File: config.mk
export PLATFORM = sky130hd
export DESIGN_NAME = ula_arbitro
export DESIGN_NICKNAME = d
export VERILOG_FILES = /design/src/rtl/ula_arbitro_pkg.sv /design/src/rtl/ula_arbitro_rr.sv /design/src/rtl/ula_arbitro.sv
export SDC_FILE = /design/constraint.sdc
export NUM_CORES = 1
export LEC_CHECK = 0
export CAP_MARGIN = 10
export CORE_MARGIN = 2
export CORE_UTILIZATION = 41
export DETAILED_ROUTE_END_ITERATION = 10
export PLACE_DENSITY = 0.86
export SYNTH_ARGS = -nofsm -noshare
export SYNTH_HDL_FRONTEND = slang
export SYNTH_SLANG_ARGS = --single-unit
File: constraint.sdc
create_clock -name clock -period 4.13 [get_ports clock]
set_input_delay 0.826 -clock clock [delete_from_list [all_inputs] [get_ports clock]]
set_output_delay 0.826 -clock clock [all_outputs]
set_load 0.02 [all_outputs]
File: src/rtl/ula_arbitro_pkg.sv
// Shared definitions for the two-requester ALU arbiter: FSM state codes,
// ALU opcode map and the illegal-opcode test.
// Latency: n/a (constants and a pure function). Backpressure: n/a.
package ula_arbitro_pkg;

    // FSM state encoding
    localparam logic [1:0] IDLE = 2'd0;
    localparam logic [1:0] EXEC = 2'd1;
    localparam logic [1:0] RESP = 2'd2;

    // ALU opcode map; 1110 and 1111 are unassigned
    localparam logic [3:0] OP_ADD  = 4'b0000;
    localparam logic [3:0] OP_SUB  = 4'b0001;
    localparam logic [3:0] OP_MUL  = 4'b0010;
    localparam logic [3:0] OP_DIV  = 4'b0011;
    localparam logic [3:0] OP_AND  = 4'b0100;
    localparam logic [3:0] OP_OR   = 4'b0101;
    localparam logic [3:0] OP_XOR  = 4'b0110;
    localparam logic [3:0] OP_SLL  = 4'b0111;
    localparam logic [3:0] OP_SRL  = 4'b1000;
    localparam logic [3:0] OP_SRA  = 4'b1001;
    localparam logic [3:0] OP_SLT  = 4'b1010;
    localparam logic [3:0] OP_SLTU = 4'b1011;
    localparam logic [3:0] OP_EQ   = 4'b1100;
    localparam logic [3:0] OP_NE   = 4'b1101;

    // Opcodes 1110 and 1111 have no ALU function behind them.
    function automatic logic is_illegal(input logic [3:0] op);
        return (op[3:1] == 3'b111);
    endfunction

endpackage

File: src/rtl/ula_arbitro_rr.sv
// Two-way round-robin grant: one-hot grant among valid requesters, ptr breaks ties.
// Latency: combinational. Backpressure: enable low forces grant to 00.
// Ports: valid0/valid1 requests, ptr tie-break owner, enable, grant one-hot out.
module rr_arbitro2 (
    input  logic       valid0,
    input  logic       valid1,
    input  logic       ptr,
    input  logic       enable,
    output logic [1:0] grant
);

    // A lone requester always wins; on a tie ptr names the winner.
    always_comb begin
        grant    = 2'b00;
        grant[0] = enable & valid0 & (~valid1 | ~ptr);
        grant[1] = enable & valid1 & (~valid0 |  ptr);
    end

endmodule

File: src/rtl/ula_arbitro.sv
// Round-robin arbiter/sequencer sharing one combinational 32-bit ALU between two requesters.
// Latency: accept at T, ALU evaluated in T+1, registered result valid from T+2.
// Backpressure: one op in flight; req ready is low whenever busy, result held until rsp_ready[id].
// Ports: req0_*/req1_* operation handshakes, rsp_* result handshake (one-hot valid),
//        alu_* operands to / results from the external ALU, busy = not IDLE.
module ula_arbitro
    import ula_arbitro_pkg::*;
#(
    parameter bit PRIO_INIT = 1'b0
) (
    input  logic        clock,
    input  logic        reset,
    input  logic        req0_valid,
    output logic        req0_ready,
    input  logic [3:0]  req0_controle,
    input  logic [31:0] req0_in1,
    input  logic [31:0] req0_in2,
    input  logic        req1_valid,
    output logic        req1_ready,
    input  logic [3:0]  req1_controle,
    input  logic [31:0] req1_in1,
    input  logic [31:0] req1_in2,
    output logic [1:0]  rsp_valid,
    input  logic [1:0]  rsp_ready,
    output logic [31:0] rsp_data,
    output logic        rsp_flag,
    output logic        rsp_err,
    output logic [3:0]  alu_controle,
    output logic [31:0] alu_in1,
    output logic [31:0] alu_in2,
    input  logic [31:0] alu_out_32,
    input  logic        alu_out1,
    output logic        busy
);

    logic [1:0]  state;
    logic        ptr;
    logic        id;
    logic [1:0]  grant;
    logic [3:0]  op_ctl;
    logic [31:0] op_a;
    logic [31:0] op_b;
    logic        op_err;

    rr_arbitro2 u_rr (
        .valid0 (req0_valid),
        .valid1 (req1_valid),
        .ptr    (ptr),
        .enable (state == IDLE),
        .grant  (grant)
    );

    // Grant only exists in IDLE, so ready doubles as the accept strobe.
    assign req0_ready = grant[0];
    assign req1_ready = grant[1];

    // The ALU always sees the last accepted op, so its inputs never toggle outside EXEC.
    assign alu_controle = op_ctl;
    assign alu_in1      = op_a;
    assign alu_in2      = op_b;

    assign op_err    = is_illegal(op_ctl) | ((op_ctl == OP_DIV) && (op_b == 32'd0));
    assign busy      = (state != IDLE);
    assign rsp_valid = {(state == RESP) & id, (state == RESP) & ~id};

    always_ff @(posedge clock) begin
        if (reset) begin
            state    <= IDLE;
            ptr      <= PRIO_INIT;
            id       <= 1'b0;
            op_ctl   <= 4'd0;
            op_a     <= 32'd0;
            op_b     <= 32'd0;
            rsp_data <= 32'd0;
            rsp_flag <= 1'b0;
            rsp_err  <= 1'b0;
        end else begin
            case (state)
                IDLE: begin
                    if (grant != 2'b00) begin
                        id     <= grant[1];
                        op_ctl <= grant[1] ? req1_controle : req0_controle;
                        op_a   <= grant[1] ? req1_in1      : req0_in1;
                        op_b   <= grant[1] ? req1_in2      : req0_in2;
                        // Hand the tie-break to whoever did not just win.
                        ptr    <= ~grant[1];
                        state  <= EXEC;
                    end
                end
                EXEC: begin
                    // Erroring ops return a clean zero result rather than ALU garbage.
                    rsp_err  <= op_err;
                    rsp_data <= op_err ? 32'd0 : alu_out_32;
                    rsp_flag <= op_err ? 1'b0  : alu_out1;
                    state    <= RESP;
                end
                RESP: begin
                    // Only the owner's ready completes the response.
                    if (rsp_ready[id]) begin
                        state <= IDLE;
                    end
                end
                default: state <= IDLE;
            endcase
        end
    end

endmodule

==> ci_impl_report.md <==
## Synthesis and layout report

| Metric | Value |
|---|---|
| Family with the most delay on the worst path | buffers and inverters |
| First-pass GRT wire length | 28400 um |
| Seq. pwr | 1.38 mW |
| Setup crit end | req1_ready |
| DRC errors left | 0 |
| Ports | 282 |
| Layout cells sized above 1 | 10.0% |
| Worst setup path class | in -> out |
| Top-count cell post-synth | dfxtp_1 |
| Hold_ws | 0.499 ns |
| Non-clk invs | 2 |
| Relative slew slack | 26.6% |
| CORE AREA | 11500 sq um |
| Reg2reg end | rsp_data[29] |
| Xor/xnor share | 0% |
| Period utilization | 74.2% |
| Aoi share | 22.1% |
| Vias in the first global route | 5347 |
| Synth Warn # | 0 |
| Log Warnings | 26 |
| Design area | 7920 sq um |
| Main flop type | dfxtp_1 |
| Simple Share, Synth | 17.2% |
| Hold path start | alu_in1[31] |
| Flops | 106 |
| Comb gate area | 2420 sq um |
| Dpl cells | 885 |
| Total clock sinks | 106 |
| Die H | 113 um |
| Mapped Area | 4850 sq um |
| Maxcap violations | 0 |
| Mux area share | 9.90% |
| Via count | 5356 |
| Most frequent logic cell in the layout | clkdlybuf4s50_1 |
| Unique cell type count in the Yosys netlist | 37 |
| Total power | 3.85 mW |
| Num tapcells | 143 |
| Initial antenna violation count | 0 |
| Synth Area per Inst | 9.57 sq um |
| Fill count | 888 |
| Endpoints failing hold | 0 |
| Post-CTS Hold Buffers | 0 |
| Fmax | 326 MHz |
| Crit start category | input port |
| Switching pwr | 1.28 mW |
| CP required | 3.30 ns |
| Power Clock | 0.928 mW |
| Comb group | 1.54 mW |
| Final clock-cell share | 4.04% |
| Largest area contributor in the netlist | dfxtp_1 |
| Sw frac | 33.4% |
| M1 WL | 6850 um |
| HP Class | reg -> reg |
| Main logic family after synthesis | AND-OR/OR-AND gates |
| Crit path from | req1_valid |
| Most instantiated logic cells after routing | clkdlybuf4s50_1, dfxtp_1, nor2_1 |
| Die X | 113 um |
| Slowest cell delay on critical path | 0.60 ns |
| Clock buffer depth | 2 |
| Peak fanout along the critical path | 4 |
| Grt met1 use | 32.6% |
| Synth Net Count | 682 |
| Unrepaired setup endpoints after global routing | false |
| Final non-clock buffer share | 36.3% |
| Stages on the worst setup path | 3 |
| Final worst slack | 1.07 ns |
| First-iteration detailed-routing DRC count | 645 |
| Non-Filler Instances | 901 |
| Floorplan core density | 42.3% |
| Seq area share | 26.8% |
| Die area | 12700 sq um |
| Post-synth top cells | dfxtp_1, nor2_1, a222oi_1 |
| Final-layout clock buffer total | 10 |
| Asr flop ratio synth | 0% |
| CP endpoint kind | primary output |
| Placed cell areas | 7600 sq um |
| Top area cell types | dfxtp_1, a222oi_1, nor2_1 |
| Post-CTS sizing | 0 |
| Pre-CTS setup slack | 1.08 ns |
| TritonCTS clock tree | built |
| Internal | 2.56 mW |
| Final min period | 3.06 ns |
| Nets | 928 |
| Row count | 39 |
| PortBufs | 281 |
| Area leader share | 43.7% |
| Clk network pwr share | 24.1% |
| Post-CTS setup buffer count | 0 |
| Pleak | 3.01 nW |
| Worst Path Arrival | 2.24 ns |
| Yosys reg bits | 106 |
| CTS Root Cell | clkbuf_16 |
| Cells after Synth | 507 |
| H-tree depth | 3 |
| Top cell category | non-clock buffers |
| Top cell by count, worst path | clkdlybuf4s50_1 |
| Status | complete, no violations |
| Worst Reg2Reg Path Length in Cells | 4 |
| Reg-to-Reg Start | state[0] |
| Chip Area, Yosys | 4850 sq um |
| Non-clock buffers | 290 |
| Routed WL | 18400 um |
| Gate power share | 40.1% |
| CTS buffer count | 9 |
| Largest net degree at the start of global routing | 70 |
| Power share of the sequential group | 35.8% |
| Worst slew pin tran | 1.10 ns |
| 1st-pass router iterations | 10 |
| Pwr top | combinational cells |
| Routed wl met2 | 9020 um |
| Total gr overflow | 0 |
| Hold Path Stages | 2 |
| Vias per std cell | 5.94 |
| Met3 GRT Util | 8.62% |
| Antenna diode count | 0 |
| Worst Hold Endpoint | alu_in1[31] |
| Ys cells | 507 |
| Reg-to-reg setup timing slack | 1.88 ns |
| DPL Wire Length | 13200 um |
| Clk slew on worst S/H paths | 0.07 ns |
| Latency at later pin | 0.34 ns |
| Multi-input gates | 344 |
| Buf/Inv on CP | 2 |
| Synth Seq Share | 43.7% |
| Final count of negative-setup-slack endpoints | 0 |
| CP max-delay cell | clkdlybuf4s50_1 |
| Post-DRT Antenna Nets | 0 |
| Peak supply drop | 0.341 mV |
| Power Dens Cells | 486 nW/um^2 |
| RePlAce Congestion | 0.866 |
| Setup TNS | 0 ns |
| Area occupied by registers | 2120 sq um |
| Clock Skew | 0.0106 ns |
| Top Metal Used | met4 |
### Gate families picked out

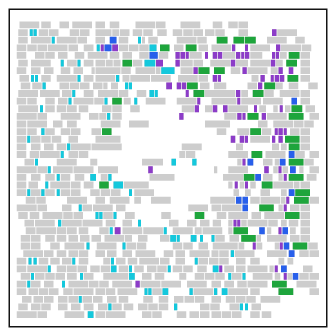
Green is mux cells, cells 39, most used mux2_2. Cyan is nor cells, cells 87, most used nor2_1. Purple is nand cells, cells 75, most used nand3_1. Blue is and/or cells, cells 19, most used and3_1.

### Signal wires on met2

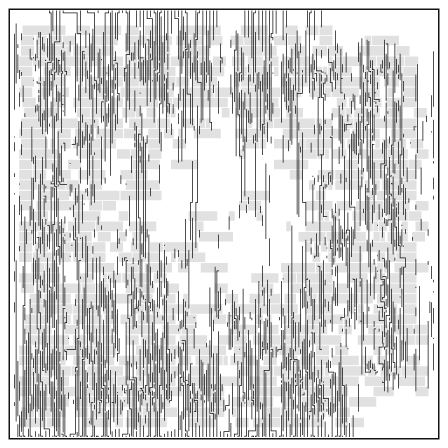
The longest straight run is 44.5 um. The layer carries 9020 um of wire. The layer holds 49% of the routed length. The wires run mostly vertical.

### Track usage over the die

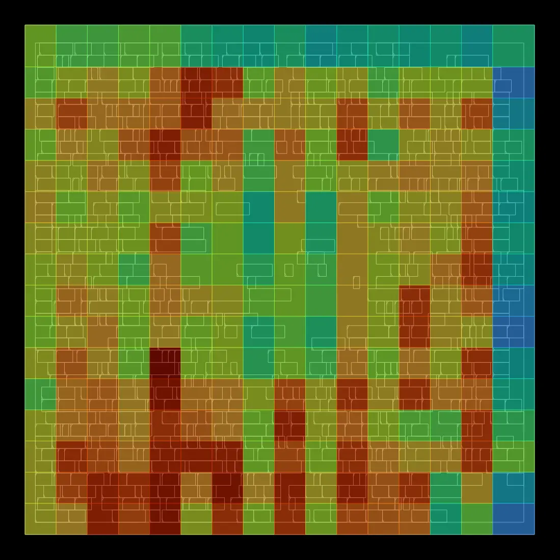
met2 Use GR: 46.7%
average wire per standard cell: 20.4 um
Tot GR Track Use: 27.8%
grt peak-use layer: met2
Core Util, Final: 69.1%

### Metal 3

Bar = 20 um.
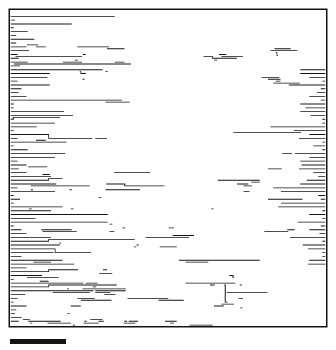
The layer holds 10% of the routed length. The wires run mostly horizontal. 198 nets have wire on it. The layer carries 1910 um of wire. The longest straight run is 41.4 um.

### Sequential cells colored by netlist name

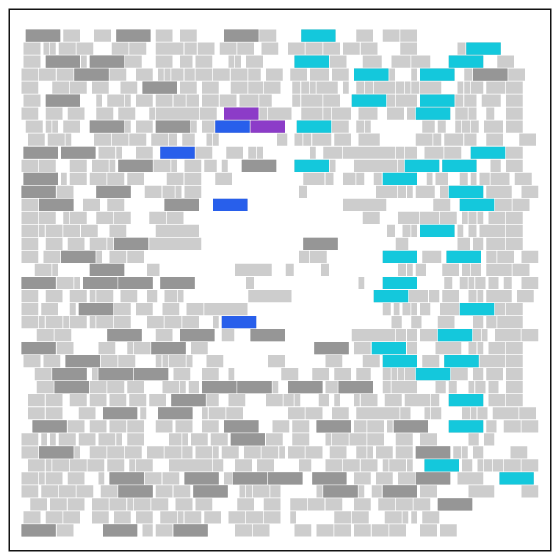
Cyan is `rsp_data`, sequential cells 32. Purple is `state`, sequential cells 2. Blue is `alu_controle`, sequential cells 4.

Power is estimated from default activity; no workload was simulated.
